==> src/rtl/jfpjc_dct_dispatcher.sv <==
// ---------------------------------------------------------------------------
// jfpjc_dct_dispatcher
//
// Schedules a bank of NUM_DCTS DCT engines over the completed half of the
// hm01b0 ingester double buffer. A toggle on frontbuffer_select marks a new
// buffer as ready; the completed bank is latched as dct_read_bank and the
// engines are stepped through MCU_GROUPS groups. Each group starts with
// dct_nreset held low for RESET_CYCLES cycles and ends once every engine has
// reported finished. A swap arriving before the buffer is fully processed
// raises a sticky overrun_err and restarts on the new buffer.
//
// Ports
//   clock               in   system clock, posedge
//   nreset              in   asynchronous active-low reset
//   frontbuffer_select  in   ingester front bank; each toggle = new buffer
//   dcts_finished       in   per-engine finished flags (level or pulse)
//   err_clear           in   clears overrun_err
//   dct_nreset          out  active-low reset shared by all engines
//   dct_read_bank       out  bank the engines read from
//   mcu_group           out  current group (upper fetch-address bits)
//   dcts_outbuf         out  DCT result-buffer index, wraps
//   busy                out  high while in RESET or ACTIVE
//   frame_done          out  1-cycle pulse after the last group completes
//   overrun_err         out  sticky overrun flag
//   frame_count         out  (DCT_DISPATCH_STATS_EN) frames completed, wraps
//   overrun_count       out  (DCT_DISPATCH_STATS_EN) overruns, saturates
//
// Optional feature macro: DCT_DISPATCH_STATS_EN
// ---------------------------------------------------------------------------
module jfpjc_dct_dispatcher #(
  parameter int unsigned NUM_DCTS     = 5,
  parameter int unsigned MCU_GROUPS   = 8,
  parameter int unsigned GROUP_W      = 3,
  parameter int unsigned RESET_CYCLES = 3,
  parameter int unsigned OUT_BUF_BITS = 2
) (
  input  logic                    clock,
  input  logic                    nreset,
  input  logic                    frontbuffer_select,
  input  logic [NUM_DCTS-1:0]     dcts_finished,
  input  logic                    err_clear,
  output logic                    dct_nreset,
  output logic                    dct_read_bank,
  output logic [GROUP_W-1:0]      mcu_group,
  output logic [OUT_BUF_BITS-1:0] dcts_outbuf,
  output logic                    busy,
  output logic                    frame_done,
  output logic                    overrun_err
`ifdef DCT_DISPATCH_STATS_EN
  ,
  output logic [15:0]             frame_count,
  output logic [7:0]              overrun_count
`endif
);

  localparam int unsigned RC_W = (RESET_CYCLES > 1) ? $clog2(RESET_CYCLES) : 1;
  localparam logic [RC_W-1:0]    RC_LAST  = RC_W'(RESET_CYCLES - 1);
  localparam logic [GROUP_W-1:0] GRP_LAST = GROUP_W'(MCU_GROUPS - 1);

  typedef enum logic [1:0] {
    S_IDLE,
    S_RESET,
    S_ACTIVE
  } state_t;

  state_t                  r_state;
  state_t                  w_state_nxt;

  logic                    r_fb_d0;
  logic                    r_fb_d1;
  logic                    r_read_bank;
  logic [GROUP_W-1:0]      r_mcu_group;
  logic [OUT_BUF_BITS-1:0] r_outbuf;
  logic [NUM_DCTS-1:0]     r_done_mask;
  logic [RC_W-1:0]         r_rst_cnt;
  logic                    r_frame_done;
  logic                    r_overrun_err;

  logic                    w_swap;
  logic                    w_all_done;
  logic                    w_last;
  logic                    w_final_done;
  logic                    w_overrun;

  assign w_swap       = r_fb_d0 != r_fb_d1;
  // Include this cycle's flags so a pulse on the completing cycle counts.
  assign w_all_done   = (r_state == S_ACTIVE) &&
                        ((r_done_mask | dcts_finished) == {NUM_DCTS{1'b1}});
  assign w_last       = r_mcu_group == GRP_LAST;
  assign w_final_done = w_all_done && w_last;
  // A swap colliding with the final completion is a clean hand-over.
  assign w_overrun    = w_swap && ((r_state == S_RESET) ||
                                   ((r_state == S_ACTIVE) && !w_final_done));

  // State register
  always_ff @(posedge clock or negedge nreset) begin
    if (!nreset) r_state <= S_IDLE;
    else         r_state <= w_state_nxt;
  end

  // Next-state logic: an accepted swap always restarts in RESET
  always_comb begin
    w_state_nxt = r_state;
    case (r_state)
      S_IDLE: begin
        if (w_swap) w_state_nxt = S_RESET;
      end
      S_RESET: begin
        if (w_swap)                     w_state_nxt = S_RESET;
        else if (r_rst_cnt == RC_LAST)  w_state_nxt = S_ACTIVE;
      end
      S_ACTIVE: begin
        if (w_swap)          w_state_nxt = S_RESET;
        else if (w_all_done) w_state_nxt = w_last ? S_IDLE : S_RESET;
      end
      default: w_state_nxt = S_IDLE;
    endcase
  end

  // State-decoded outputs
  always_comb begin
    dct_nreset = (r_state == S_ACTIVE);
    busy       = (r_state != S_IDLE);
  end

  // Datapath
  always_ff @(posedge clock or negedge nreset) begin
    if (!nreset) begin
      r_fb_d0       <= 1'b0;
      r_fb_d1       <= 1'b0;
      r_read_bank   <= 1'b0;
      r_mcu_group   <= '0;
      r_outbuf      <= '0;
      r_done_mask   <= '0;
      r_rst_cnt     <= '0;
      r_frame_done  <= 1'b0;
      r_overrun_err <= 1'b0;
    end else begin
      r_fb_d0      <= frontbuffer_select;
      r_fb_d1      <= r_fb_d0;
      r_frame_done <= w_final_done;

      if (w_overrun)      r_overrun_err <= 1'b1;
      else if (err_clear) r_overrun_err <= 1'b0;

      if (w_all_done) r_outbuf <= r_outbuf + 1'b1;

      if (w_swap) begin
        r_read_bank <= r_fb_d1;
        r_mcu_group <= '0;
        r_done_mask <= '0;
        r_rst_cnt   <= '0;
      end else begin
        case (r_state)
          S_RESET: begin
            // Cleared on the exit cycle so the next group counts from zero.
            r_rst_cnt <= (r_rst_cnt == RC_LAST) ? '0 : r_rst_cnt + 1'b1;
          end
          S_ACTIVE: begin
            if (w_all_done) begin
              r_done_mask <= '0;
              r_mcu_group <= w_last ? '0 : r_mcu_group + 1'b1;
            end else begin
              r_done_mask <= r_done_mask | dcts_finished;
            end
          end
          default: ;
        endcase
      end
    end
  end

  assign dct_read_bank = r_read_bank;
  assign mcu_group     = r_mcu_group;
  assign dcts_outbuf   = r_outbuf;
  assign frame_done    = r_frame_done;
  assign overrun_err   = r_overrun_err;

`ifdef DCT_DISPATCH_STATS_EN
  logic [15:0] r_frame_count;
  logic [7:0]  r_overrun_count;

  always_ff @(posedge clock or negedge nreset) begin
    if (!nreset) begin
      r_frame_count   <= '0;
      r_overrun_count <= '0;
    end else begin
      if (w_final_done) r_frame_count <= r_frame_count + 1'b1;
      if (w_overrun && (r_overrun_count != 8'hFF))
        r_overrun_count <= r_overrun_count + 1'b1;
    end
  end

  assign frame_count   = r_frame_count;
  assign overrun_count = r_overrun_count;
`endif

endmodule

==> config.mk <==
export PLATFORM = sky130hd
export DESIGN_NAME = jfpjc_dct_dispatcher
export DESIGN_NICKNAME = d
export VERILOG_FILES = /design/src/rtl/jfpjc_dct_dispatcher.sv
export SDC_FILE = /design/constraint.sdc
export NUM_CORES = 1
export LEC_CHECK = 0
export CORE_MARGIN = 4
export CORE_UTILIZATION = 45
export CTS_BUF_LIST = sky130_fd_sc_hd__clkbuf_4 sky130_fd_sc_hd__clkbuf_8
export DETAILED_ROUTE_END_ITERATION = 10
export GPL_TIMING_DRIVEN = 1
export HOLD_SLACK_MARGIN = 0.03
export PLACE_DENSITY = 0.82
export RECOVER_POWER = 100
export SETUP_SLACK_MARGIN = 0.05
export SLEW_MARGIN = 25
export SYNTH_ARGS = -nofsm -noshare
export SYNTH_HDL_FRONTEND = slang
export SYNTH_SLANG_ARGS = --single-unit
==> constraint.sdc <==
create_clock -name clock -period 1.4 [get_ports clock]
set_input_delay 0.35 -clock clock [delete_from_list [all_inputs] [get_ports clock]]
set_output_delay 0.35 -clock clock [all_outputs]
set_load 0.01 [all_outputs]
==> out/metrics.csv, run 1 <==
stage,metric,value,unit
synth,syn-cell-area,815.8,µm²
outcome,violations,setup timing,
drt,met2WireLength,921,µm
critical_path,worst_r2r_start,r_state[0],
cells_and_area,clock_buffer_count,4,
critical_path,end_kind,primary output,
cells_and_area,number_of_flip_flops_in_the_largest_register,5,
cts,h-tree-depth,1,
critical_path,critical_path.endpoint,busy,
run,log.warning_count,29,
placement,dpl.cell_count,122,
drt,highest_layer,met4,
cells_and_area,layout.area.comb,365.4,µm²
critical_path,crit_buf_inv,1,
timing,finalMaxSlewViolations,0,
power,power.share.sequential,0.515,
synth,netlist.area_leader.share,0.5828,
cts,post_cts.resized_instances,27,
timing,fmax,680.9,MHz
synth,synthMostInstantiatedCell,sky130_fd_sc_hd__dfrtp_1,
power,seq-power,0.643,mW
cells_and_area,registers.top_by_ff_count,r_done_mask,
outcome,run_status,"finished, violations left",
synth,synth-edff-count,0,
cells_and_area,layout.area.seq,475.5,µm²
cells_and_area,comb_area_share,0.3058,
drt,drtPass1Iterations,4,
floorplanning,tap-cell-count,25,
cts,cts-root-to-sink-buffers,2,
critical_path,worstSetupStartpointType,register,
cts,number_of_buffers_added_to_fix_hold_violations_after_cts,0,
placement,postPlaceCellArea,1072,µm²
cells_and_area,post_route_cells_drive_above_1_share,0.3028,
drt,drt-initial-drc-count,9,
synth,post_synth_main_logic_family,simple AND/OR/NAND/NOR gates,
synth,asyncSetResetFlopFracSynth,1.000,
global_routing,global_route_wire_length_before_repair,2829,µm
global_routing,grtUsageMet3,0.02077,
power,clockNetworkPower,0.294,mW
cells_and_area,fillCellCount,135,
drt,route.layer.met1.wl,821,µm
synth,syn-instance-count,73,
cells_and_area,final-instance-count-excl-fill,134,
power,pg_comb,0.311,mW
cells_and_area,top_area_cell_class,flip-flops and latches,
critical_path,setup.worst_path.class,register to primary output,
global_routing,globalRoute.totalOverflow,0,
timing,setup_total_negative_slack,-88.24,ps
hold_path,hold_class,input pin to register,
cells_and_area,lay_top_count,sky130_fd_sc_hd__dfrtp_1,
power,power-top-group,registers,
power,netSwitchingFraction,0.2857,
critical_path,timing.reg2reg.worst_path_depth,6,
timing,post_layout_worst_setup_margin,-68.74,ps
placement,dp_hpwl,1173,µm
power,power.static_leakage,0.6290,nW
cells_and_area,layout.nets,121,
power,internal-power,0.8915,mW
critical_path,path_delay_family,flip-flops,
cells_and_area,leading_cell_types_in_the_layout_fill_and_taps_excluded,"19 x sky130_fd_sc_hd__dfrtp_1, 12 x sky130_fd_sc_hd__nor2_1, 12 x sky130_fd_sc_hd__buf_4",
drt,vias_per_cell,5.000,
floorplanning,row_count,15,
floorplanning,die_area,2558,µm²
synth,simple_gate_share,0.1779,
placement,io_buffers,18,
cts,tritoncts,done,
power,pwr_density_cell,1044,nW/µm²
timing,hold_ws,387.9,ps
drt,drcViolationCount,0,
global_routing,grt_pass1_vias,625,
synth,compound_area_frac,0.09969,
cts,cts_buffers,3,
drt,drtAntennaViolNets,0,
timing,period_needed,1469,ps
timing,rsz0062_at_grt,yes,
power,design_power_total,1.248,mW
synth,synth.top_cells.by_count,"19 x sky130_fd_sc_hd__dfrtp_1, 13 x sky130_fd_sc_hd__nor2_1, 8 x sky130_fd_sc_hd__a21oi_1",
cells_and_area,layout.clock.cell_area_share,0.02513,
global_routing,globalRoute.busiestLayer,met2,
synth,post-synth-top-area-cell,sky130_fd_sc_hd__dfrtp_1,
critical_path,startpoint,r_state[0],
cells_and_area,signal_buffers,33,
cts,clkSinkCount,19,
synth,yosys-mux-area-fraction,0.03681,
drt,met3_routed_length,69,µm
critical_path,worstPathArrival,1120,ps
floorplanning,ioPinCount,19,
critical_path,cpMaxStageDelayCell,sky130_fd_sc_hd__dfrtp_1,
synth,post_synth_fa_ha_maj_area_fraction,0.04294,
cells_and_area,inverters_excl_clock,4,
synth,yosys_area,815.8,µm²
cells_and_area,design_area,1195,µm²
power,ir_worst_vdd,0.8211,mV
timing,finalSetupViolations,2,
timing,skew,4.045,ps
hold_path,worstHoldEndpoint,r_done_mask[2],
cells_and_area,layout-area-overhead-vs-synth,46.47,%
cts,cts.root.buffer_cell,sky130_fd_sc_hd__clkbuf_4,
placement,gpl.final_weighted_congestion,0.7823,
cells_and_area,ant_diodes,0,
critical_path,crit-reg2reg-capture,mcu_group[2],
synth,dominantRegCellSynth,sky130_fd_sc_hd__dfrtp_1,
global_routing,grt_max_degree,20,
hold_path,min_delay_path_depth,3,
floorplanning,fp_util,0.4725,
power,netSwitchingPower,0.3565,mW
synth,floorplan.nets,84,
critical_path,cp_cell_sequence,or2_2 > buf_6,
critical_path,worst-path-max-fanout,3,
cells_and_area,n_sequential_cell,19,
critical_path,reg2reg_setup_slack,-20,ps
synth,synth-warning-count,0,
synth,average_instance_area_after_synthesis,11.18,µm²
cells_and_area,fin_util,0.6920,
timing,worst_slew_margin_rel,0.6795,
critical_path,critical_path_depth,2,
cts,insertion_delay,300,ps
floorplanning,core_area,1727,µm²
timing,finalHoldViolations,0,
Fig. 1: run 1, M1 wires
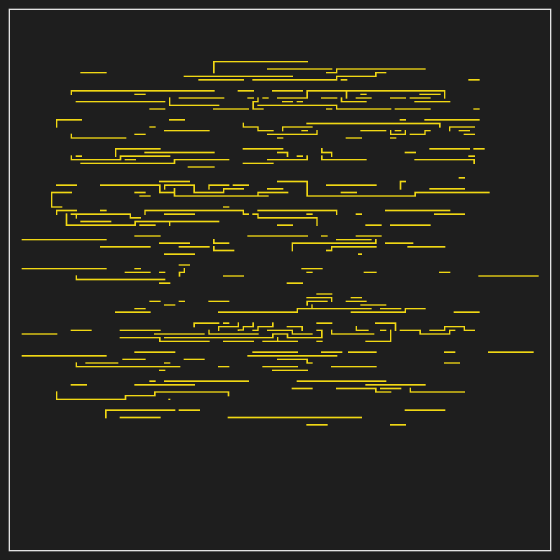
nets with wire on the layer: 113
share of all routed wire: 45%
main direction: horizontal
longest straight run: 13.3 µm
met1 Resource Use GR: 0.2060
total routed wirelength: 1839 µm
total via count after detailed routing: 670

Fig. 2: run 1, cells coloured by class
Fill, decap, tap and diode cells in grey.
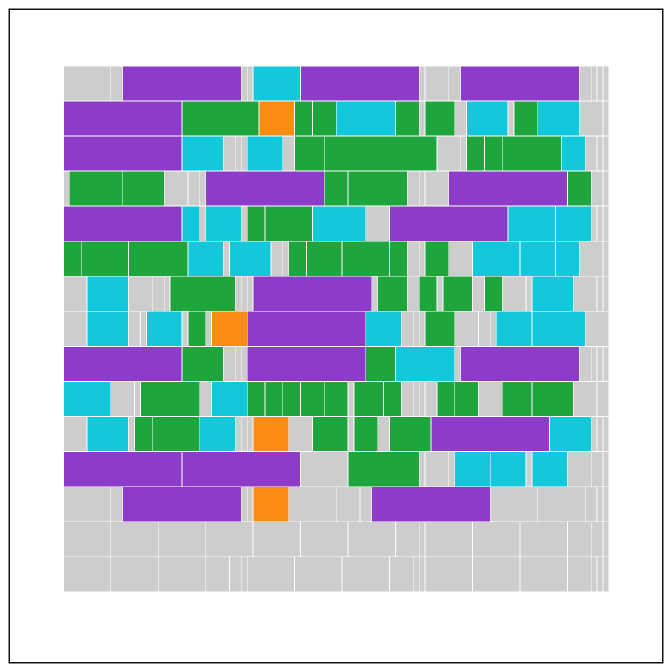
[purple] flip-flops | cells: 19 | share of their area: 41%
[cyan] other buffers and delay cells | cells: 33 | share of their area: 24%
[orange] clock drivers and dummy loads | cells: 4 | share of their area: 2.6%
[green] all other logic | cells: 53 | share of their area: 33%

Fig. 3: run 1, signal metal coverage by tile
Bar = 20 µm. 10 x 10 tiles, from dark blue (low) to red (high), scaled to the fullest tile. Values are wire area over tile area, all layers added.
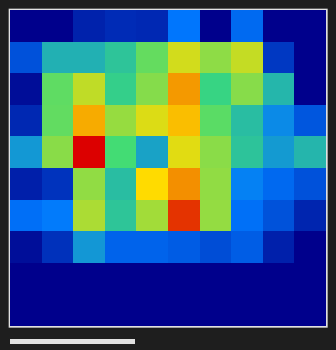
emptiest ninth of the die: bottom right
nearly empty tiles: 28%
mean over tiles: 0.11
tiles over half the peak: 28%
densest ninth of the die: middle
post-detailed-route wirelength per cell: 13.72 µm
All-Layer GR Usage: 0.1508

Fig. 4: run 1, met3 routing
Bar = 20 µm.
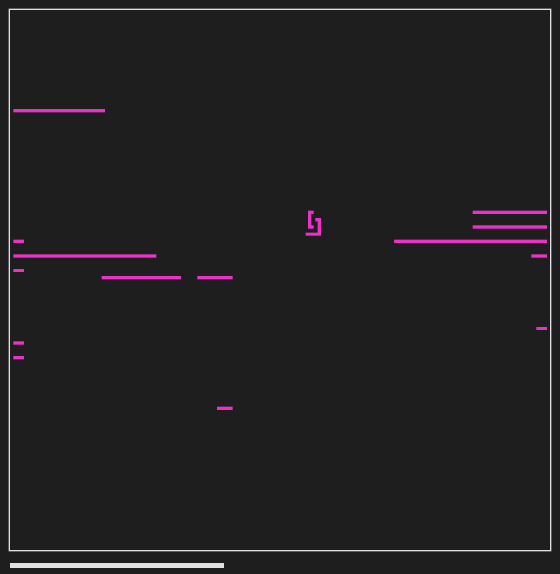

==> run 1 -> run 2 <==
Settings changed: CORE_MARGIN 4 to 2.
Fig. 5: run 2, met3 routing
Bar = 10 µm.
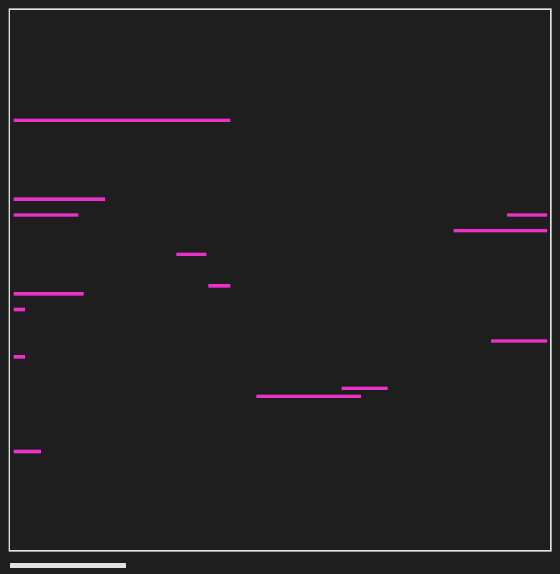
longest straight run: 18.4 µm
nets with wire on the layer: 13

==> out/metrics.csv, run 2 <==
stage,metric,value,unit,change
synth,synthMostInstantiatedCell,sky130_fd_sc_hd__dfrtp_1,,unchanged
floorplanning,row_count,15,,unchanged
drt,drtPass1Iterations,4,,unchanged
synth,yosys-mux-area-fraction,0.03681,,unchanged
synth,dominantRegCellSynth,sky130_fd_sc_hd__dfrtp_1,,unchanged
drt,routedWlPerCell,13.30,µm,was 13.72 µm
drt,vias_per_cell,4.926,,was 5.000
cts,cts-root-to-sink-buffers,2,,unchanged
power,power.share.sequential,0.513,,was 0.515
synth,synth-edff-count,0,,unchanged
timing,finalMaxSlewViolations,0,,unchanged
synth,floorplan.nets,84,,unchanged
hold_path,hold_class,register to register,,was input pin to register
cells_and_area,leading_cell_types_in_the_layout_fill_and_taps_excluded,"19 x sky130_fd_sc_hd__dfrtp_1, 12 x sky130_fd_sc_hd__buf_4, 11 x sky130_fd_sc_hd__nor2_1",,"was 19 x sky130_fd_sc_hd__dfrtp_1, 12 x sky130_fd_sc_hd__nor2_1, 12 x sky130_fd_sc_hd__buf_4"
cells_and_area,lay_top_count,sky130_fd_sc_hd__dfrtp_1,,unchanged
cells_and_area,layout-area-overhead-vs-synth,48.16,%,was 46.47%
timing,hold_ws,425.4,ps,was 387.9 ps
cts,post_cts.resized_instances,29,,was 27
drt,postRouteWirelength,1796,µm,was 1839 µm
global_routing,gr-usage-all-layers,0.1845,,was 0.1508
timing,period_needed,1427,ps,was 1469 ps
critical_path,crit_buf_inv,1,,unchanged
drt,route.vias.total,665,,was 670
power,clockNetworkPower,0.288,mW,was 0.294 mW
drt,met2WireLength,906,µm,was 921 µm
synth,compound_area_frac,0.09969,,unchanged
cells_and_area,fin_util,0.7077,,was 0.6920
synth,ys_cells,73,,unchanged
critical_path,critical_path.endpoint,busy,,unchanged
placement,gpl.final_weighted_congestion,0.7284,,was 0.7823
cells_and_area,number_of_flip_flops_in_the_largest_register,5,,unchanged
timing,finalSetupViolations,2,,unchanged
global_routing,grt_max_degree,20,,unchanged
synth,syn-instance-count,73,,unchanged
synth,post_synth_main_logic_family,simple AND/OR/NAND/NOR gates,,unchanged
cells_and_area,ant_diodes,0,,unchanged
cells_and_area,layout.clock.cell_area_share,0.02484,,was 0.02513
floorplanning,tap-cell-count,25,,unchanged
placement,place_worst_setup_slack,-404.7,ps,was -416.4 ps
cells_and_area,n_sequential_cell,19,,unchanged
synth,synth.top_cells.by_count,"19 x sky130_fd_sc_hd__dfrtp_1, 13 x sky130_fd_sc_hd__nor2_1, 8 x sky130_fd_sc_hd__a21oi_1",,unchanged
synth,synth-warning-count,0,,unchanged
critical_path,startpoint,r_state[0],,unchanged
critical_path,worstSetupStartpointType,register,,unchanged
drt,drt-initial-drc-count,10,,was 9
power,power-top-group,registers,,unchanged
cts,cts.root.buffer_cell,sky130_fd_sc_hd__clkbuf_4,,unchanged
cells_and_area,design_area,1209,µm²,was 1195 µm²
critical_path,worst-path-max-fanout,3,,unchanged
placement,dpl.cell_count,121,,was 122
outcome,run_status,"finished, violations left",,unchanged
power,seq-power,0.647,mW,was 0.643 mW
global_routing,globalRoute.totalOverflow,0,,unchanged
synth,yosys_area,815.8,µm²,unchanged
timing,rsz0062_at_grt,yes,,unchanged
cts,insertion_delay,290,ps,was 300 ps
critical_path,cpMaxStageDelayCell,sky130_fd_sc_hd__dfrtp_1,,unchanged
cells_and_area,clock_buffer_count,4,,unchanged
timing,post_layout_worst_setup_margin,-26.66,ps,was -68.74 ps
synth,syn-cell-area,815.8,µm²,unchanged
cells_and_area,layout.area.comb,366.6,µm²,was 365.4 µm²
cts,number_of_buffers_added_to_fix_hold_violations_after_cts,0,,unchanged
power,netSwitchingPower,0.3640,mW,was 0.3565 mW
global_routing,grt_pass1_vias,670,,was 625
placement,dp_hpwl,1121,µm,was 1173 µm
synth,asyncSetResetFlopFracSynth,1.000,,unchanged
synth,average_instance_area_after_synthesis,11.18,µm²,unchanged
critical_path,worstPathArrival,1080,ps,was 1120 ps
global_routing,globalRoute.busiestLayer,met2,,unchanged
cts,cts_buffers,3,,unchanged
cts,tritoncts,done,,unchanged
critical_path,crit-reg2reg-capture,mcu_group[0],,was mcu_group[2]
timing,setup_total_negative_slack,-35.08,ps,was -88.24 ps
drt,drtAntennaViolNets,0,,unchanged
cells_and_area,comb_area_share,0.3033,,was 0.3058
timing,worst_slew_margin_rel,0.6867,,was 0.6795
placement,postPlaceCellArea,1065,µm²,was 1072 µm²
cells_and_area,fillCellCount,120,,was 135
critical_path,reg2reg_setup_slack,-10,ps,was -20 ps
cells_and_area,registers.top_by_ff_count,r_done_mask,,unchanged
floorplanning,die_area,2169,µm²,was 2558 µm²
hold_path,worstHoldEndpoint,r_fb_d1,,was r_done_mask[2]
power,netSwitchingFraction,0.2887,,was 0.2857
drt,highest_layer,met4,,unchanged
synth,area_leaders,"sky130_fd_sc_hd__dfrtp_1 58%, sky130_fd_sc_hd__nor2_1 6.0%, sky130_fd_sc_hd__a21oi_1 4.9%, sky130_fd_sc_hd__mux2i_1 3.7%, sky130_fd_sc_hd__ha_1 3.1%",,unchanged
cells_and_area,layout.nets,122,,was 121
critical_path,path_delay_family,flip-flops,,unchanged
global_routing,grt_util_met1,0.2425,,was 0.2060
global_routing,global_route_wire_length_before_repair,2808,µm,was 2829 µm
cells_and_area,post_route_cells_drive_above_1_share,0.3091,,was 0.3028
placement,io_buffers,18,,unchanged
timing,skew,0.6881,ps,was 4.045 ps
drt,met3_routed_length,72,µm,was 69 µm
floorplanning,fp_util,0.4777,,was 0.4725
cells_and_area,top_area_cell_class,flip-flops and latches,,unchanged
drt,route.layer.met1.wl,803,µm,was 821 µm
drt,drcViolationCount,0,,unchanged
global_routing,grt_antenna_before_repair,0,,unchanged
synth,netlist.area_leader.share,0.5828,,unchanged
hold_path,min_delay_path_depth,0,,was 3
power,pwr_density_cell,1043,nW/µm²,was 1044 nW/µm²
power,pg_comb,0.327,mW,was 0.311 mW
cells_and_area,signal_buffers,34,,was 33
power,power.static_leakage,0.5798,nW,was 0.6290 nW
critical_path,worst_r2r_start,r_state[0],,unchanged
cts,h-tree-depth,1,,unchanged
floorplanning,core_area,1708,µm²,was 1727 µm²
timing,finalHoldViolations,0,,unchanged
critical_path,end_kind,primary output,,unchanged
timing,fmax,700.9,MHz,was 680.9 MHz
cells_and_area,final-instance-count-excl-fill,135,,was 134
synth,post_synth_fa_ha_maj_area_fraction,0.04294,,unchanged
synth,post-synth-top-area-cell,sky130_fd_sc_hd__dfrtp_1,,unchanged
power,design_power_total,1.261,mW,was 1.248 mW
floorplanning,ioPinCount,19,,unchanged
cells_and_area,layout.area.seq,475.5,µm²,unchanged
power,ir_worst_vdd,0.7686,mV,was 0.8211 mV
synth,simple_gate_share,0.1779,,unchanged
cells_and_area,inverters_excl_clock,4,,unchanged
critical_path,cp_cell_sequence,or2_4 > buf_6,,was or2_2 > buf_6
critical_path,timing.reg2reg.worst_path_depth,6,,unchanged
critical_path,setup.worst_path.class,register to primary output,,unchanged
outcome,violations,setup timing,,unchanged
cts,clkSinkCount,19,,unchanged
power,internal-power,0.8970,mW,was 0.8915 mW
critical_path,critical_path_depth,2,,unchanged
run,log.warning_count,29,,unchanged
Power and IR drop assume default switching activity.
